placement_by_type.png
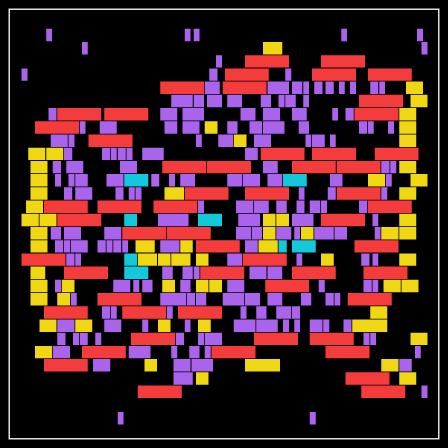
congestion.png
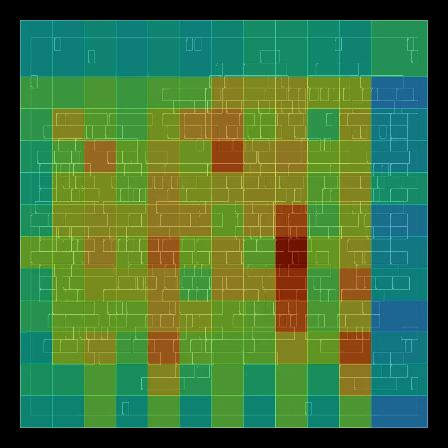
### src/rtl/bin_to_bcd_converter_if.sv
// Handshake and result bus between the binary source, the BCD converter and the display.
// The master side requests conversions and the slave side (the converter) returns packed BCD.
interface bin_to_bcd_converter_if #(
    parameter int DATA_WIDTH = 14
);
    logic                  start;
    logic [DATA_WIDTH-1:0] binary_in;
    logic                  busy;
    logic                  done;
    logic                  overflow;
    logic [27:0]           BCD_code;

    modport master (
        output start, binary_in,
        input  busy, done, overflow, BCD_code
    );

    modport slave (
        input  start, binary_in,
        output busy, done, overflow, BCD_code
    );
endinterface

### src/rtl/bin_to_bcd_converter.sv
// Sequential double-dabble converter: binary product -> four packed BCD digits for the display mux.
// The result is held between conversions and saturates to 9999 when the input exceeds it.
module bin_to_bcd_converter #(
    parameter int DATA_WIDTH = 14
) (
    input logic                  clk,
    input logic                  reset,
    bin_to_bcd_converter_if.slave bus
);
    localparam int CNT_W = $clog2(DATA_WIDTH + 1);

    typedef enum logic [1:0] {IDLE, SHIFT, LOAD} state_t;

    state_t                state_q, state_d;
    logic [DATA_WIDTH-1:0] shift_q, shift_d;
    logic [15:0]           scratch_q, scratch_d;
    logic [CNT_W-1:0]      cnt_q, cnt_d;
    logic                  ovf_pend_q, ovf_pend_d;
    logic [27:0]           bcd_q, bcd_d;
    logic                  ovf_q, ovf_d;
    logic                  done_q, done_d;
    logic [15:0]           adj;

    // Pre-shift correction: any digit >= 5 would become >= 10 after doubling.
    function automatic logic [15:0] add3(input logic [15:0] s);
        logic [15:0] r;
        for (int i = 0; i < 4; i++) begin
            r[i*4 +: 4] = (s[i*4 +: 4] >= 4'd5) ? s[i*4 +: 4] + 4'd3 : s[i*4 +: 4];
        end
        return r;
    endfunction

    always_comb begin
        state_d    = state_q;
        shift_d    = shift_q;
        scratch_d  = scratch_q;
        cnt_d      = cnt_q;
        ovf_pend_d = ovf_pend_q;
        bcd_d      = bcd_q;
        ovf_d      = ovf_q;
        done_d     = 1'b0;
        adj        = add3(scratch_q);
        case (state_q)
            IDLE: begin
                if (bus.start) begin
                    shift_d    = bus.binary_in;
                    scratch_d  = 16'h0000;
                    cnt_d      = '0;
                    ovf_pend_d = ({{(32-DATA_WIDTH){1'b0}}, bus.binary_in} > 32'd9999);
                    state_d    = SHIFT;
                end
            end
            SHIFT: begin
                if (cnt_q == CNT_W'(DATA_WIDTH)) begin
                    state_d = LOAD;
                end else begin
                    // The scratch MSB falls off the top; only values <= 9999 are ever published.
                    {scratch_d, shift_d} = {adj[14:0], shift_q, 1'b0};
                    cnt_d                = cnt_q + CNT_W'(1);
                end
            end
            LOAD: begin
                bcd_d   = ovf_pend_q ? 28'h9999000 : {scratch_q, 12'h000};
                ovf_d   = ovf_pend_q;
                done_d  = 1'b1;
                state_d = IDLE;
            end
            default: state_d = IDLE;
        endcase
    end

    always_ff @(posedge clk or posedge reset) begin
        if (reset) begin
            state_q    <= IDLE;
            shift_q    <= '0;
            scratch_q  <= 16'h0000;
            cnt_q      <= '0;
            ovf_pend_q <= 1'b0;
            bcd_q      <= 28'h0000000;
            ovf_q      <= 1'b0;
            done_q     <= 1'b0;
        end else begin
            state_q    <= state_d;
            shift_q    <= shift_d;
            scratch_q  <= scratch_d;
            cnt_q      <= cnt_d;
            ovf_pend_q <= ovf_pend_d;
            bcd_q      <= bcd_d;
            ovf_q      <= ovf_d;
            done_q     <= done_d;
        end
    end

    assign bus.busy     = (state_q != IDLE);
    assign bus.done     = done_q;
    assign bus.overflow = ovf_q;
    assign bus.BCD_code = bcd_q;
endmodule

### src/flat_wrapper.sv
// flat-port wrapper written by rule: the top's interface ports become plain ports
module bin_to_bcd_converter_flat 
#(
    parameter int DATA_WIDTH = 14
)
  (clk, reset, bus_start, bus_binary_in, bus_busy, bus_done, bus_overflow, bus_BCD_code);
  bin_to_bcd_converter_if #(.DATA_WIDTH(DATA_WIDTH)) bus_i ();
  input logic clk;
  input logic reset;
  input wire logic [$bits(bus_i.start)-1:0] bus_start;
  input wire logic [$bits(bus_i.binary_in)-1:0] bus_binary_in;
  output wire logic [$bits(bus_i.busy)-1:0] bus_busy;
  output wire logic [$bits(bus_i.done)-1:0] bus_done;
  output wire logic [$bits(bus_i.overflow)-1:0] bus_overflow;
  output wire logic [$bits(bus_i.BCD_code)-1:0] bus_BCD_code;
  assign bus_i.start = bus_start;
  assign bus_i.binary_in = bus_binary_in;
  assign bus_busy = bus_i.busy;
  assign bus_done = bus_i.done;
  assign bus_overflow = bus_i.overflow;
  assign bus_BCD_code = bus_i.BCD_code;
  bin_to_bcd_converter #(.DATA_WIDTH(DATA_WIDTH)) u_core (.clk(clk), .reset(reset), .bus(bus_i));
endmodule
### config.mk
export PLATFORM = sky130hd
export DESIGN_NAME = bin_to_bcd_converter_flat
export DESIGN_NICKNAME = d
export VERILOG_FILES = /design/src/rtl/bin_to_bcd_converter_if.sv /design/src/rtl/bin_to_bcd_converter.sv /design/src/flat_wrapper.sv
export SDC_FILE = /design/constraint.sdc
export NUM_CORES = 1
export LEC_CHECK = 0
export CAP_MARGIN = 20
export CORE_MARGIN = 2
export CORE_UTILIZATION = 38
export CTS_CLUSTER_SIZE = 28
export DETAILED_ROUTE_END_ITERATION = 10
export PLACE_DENSITY_LB_ADDON = 0.3
export SYNTH_ARGS = -nofsm -noshare
export SYNTH_HDL_FRONTEND = slang
export SYNTH_SLANG_ARGS = --single-unit
### constraint.sdc
create_clock -name clk -period 1.6 [get_ports clk]
set_input_delay 0.32 -clock clk [delete_from_list [all_inputs] [get_ports clk]]
set_output_delay 0.32 -clock clk [all_outputs]
set_load 0.005 [all_outputs]
==> summary.txt <==
State of the implementation.

- The flow ran to the end, but the final reports show violations.
- The final reports fail on negative setup slack.
- The clock passes through at most 2 buffers.
- The capture point of the worst register-to-register path is recorded as u_core.scratch_q[9].
- The switching power share of the total is 37.0%, for reference.
- Along the worst path, the maximum fanout reaches 6.
- On met2, the global router reports a usage of 23.1%.
- In the synthesized netlist, the cells that appear most often are 55 x dfrtp_1, 37 x nand2_1, 27 x o21ai_0, 19 x mux2i_1, 13 x inv_1.
- The register clock-pin slew on the reported worst setup and hold paths is 0.10 ns, for reference.
- The arrival time at the worst endpoint is 1.83 ns, for reference.
- The H-tree was split into 2 levels.
- Clock skew on the completed layout was measured at 0.00607 ns.
- Entering global routing, the biggest net connects 23 pins.
- Across all register-to-register paths, the minimum setup slack is -0.05 ns.
- Once iteration 0 of detailed routing completed, the report listed 59 DRC markers.
- The initial standard-cell utilization of the core is 39.3%, for reference.
- The final max-slew violation count recorded for this run is 0.
- The clock network takes up 2.60% of total cell area after layout.
- The first global-routing pass estimated 8710 um of wire.
- The number of buffers inserted during clock tree synthesis is 5, for reference.
- The nature of the critical path endpoint is a register, for reference.
- In the final layout, the share of cells above drive strength 1 is 15.8%.
- The number of standard cells reported by yosys is 261, for reference.
- The library cells used most frequently in the layout, excluding fill and tap cells, are 55 x dfrtp_1, 37 x nand2_1, 34 x clkdlybuf4s50_1.
- The count of vias placed by the detailed router is 1940, for reference.
- The number of global-route vias before repair is 1837, for reference.
- The count of library flops with an enable pin is 0, for reference.
- The final hold violation count is 0, for reference.
- The total net switching power is 2.23 mW, for reference.
- The area of all sequential standard cells is 1380 sq um, for reference.
- The total of buffers placed on input and output ports is 35, for reference.
- The fraction of synthesized cell area in xor and xnor cells is 2.28%, for reference.
- TritonCTS built the clock tree.
- The flow inserted 96 tap cells.
- Of the post-synthesis cell area, the dominant cell type holds 51.2%.
- STA on the placed design reports a worst setup slack of -0.192 ns.
- The synthesized cell area is 2690 sq um, for reference.
- Once detailed placement completed, the half-perimeter wirelength came to 3900 um.
- The flop count is 55, for reference.
- The met2 wire length is 2450 um, for reference.
- The timing report gives the biggest stage delay along the critical path as 0.38 ns.
- The non-clock inverters instantiated in the layout total 14.
- The combinational share of cell area is 34.2%, for reference.
- The final number of setup-violating endpoints is 15, for reference.
- For this design, the CTS-stage hold fixing added 0 buffers.
- Setup repair after global routing could not meet its margin everywhere.
- In this build the clock could be raised as far as 0.607 GHz.
- The cell at the root of the clock tree is clkbuf_8, for reference.
- The number of instances in the synthesized netlist is 261, for reference.
- The multi-input combinational cells in the finished layout cover a total of 1170 sq um.
- The share of the clock period used by the worst path is 103%, for reference.
- The timing report attributes the biggest portion of critical-path delay to AND-OR/OR-AND gates.
- Clock latency on the worst-skew pair, taken at its later pin, is 0.31 ns.
- By area the synthesized netlist is led by dfrtp_1 51%, mux2i_1 7.1%, nand2_1 5.2%, o21ai_0 5.0%, ha_1 4.7%.
- After detailed routing, the number of remaining DRC violations is 0.
- Wires add up to 5360 um.
- In this run the worst setup path begins at u_core.cnt_q[0].
- The sequential cell area fraction in the yosys report is 51.2%, for reference.
- The peak ir drop on the vdd network is 0.711 mV, for reference.
- The detail-routed net length per standard cell is 13.0 um, for reference.
- The initial antenna violation count is 0, for reference.
- The combinational group share of total power is 47.2%, for reference.
- After layout, the minimum clock period comes to 1.65 ns.
- The prevailing post-synth register cell is dfrtp_1, for reference.
- The met3 wire length is 211 um, for reference.
- The final worst slack is -0.0476 ns, for reference.
- The total chip power is 6.03 mW, for reference.
- The filler cell count is 664, for reference.
- The synthesis warning total is 0, for reference.
- The highest metal layer with signal wires is met4, for reference.
- The critical path crosses 8 cells after its start point.
- The most common logic cell in the final layout is dfrtp_1.
- According to the floorplan report, the die height is 88.1 um.
- Per the STA report, the cell with the highest stage delay on the worst path is a211o_4.
- Registers are responsible for 40.0% of the overall power.
- The adder-cell share of the synthesized area is 4.66%, for reference.
- Among the stages of the critical path, the cell type that occurs most often is buf_6.
- The buffering stage count on the worst path with inverters included is 4, for reference.
- For reference, the mux area share after synthesis is 7.50%.
- According to the cell report, the number of logic gates is 177.
- Across the run, the number of max-cap violations was 0.
- The cell sequence reported for the critical path is inv_1 -> ha_2 -> and3_4 -> a211o_4 -> inv_8 -> buf_6 -> buf_6 -> o22ai_1.
- According to the finish report, the design has a final net count of 342.
- Routing resource usage on met3 recorded by global route was 2.83%.
- For the pin with the worst max-slew slack, the measured transition is 0.516 ns.
- The critical setup path kind is register to register, for reference.
- In the per-layer summary, the met1 wirelength comes to 2660 um.
- The area share of and/or/nand/nor cells after synthesis is 10.9%, for reference.
- The area growth from synthesis to final layout is 27.1%, for reference.
-- placement_by_type.png (at the start) --
clock drivers and dummy loads -> cyan  # cells 8, share of their area 2.7%
combinational and other logic -> purple  # cells 191, share of their area 37%
flops -> red  # cells 55, share of their area 42%
other buffers and delay cells -> yellow  # cells 62, share of their area 18%
register fraction of the total cell area: 40.3%
row count: 30
area of the placeable core: 6830 sq um
cell area after layout: 3420 sq um
core occupancy in the finished layout: 50.0%

-- congestion.png (at the start) --
global-route layer with the greatest usage: met2
met1 global-route usage: 20.3%
overall global routing resource usage: 14.4%

Power figures rest on the tool's default switching activity, not on a simulated workload.
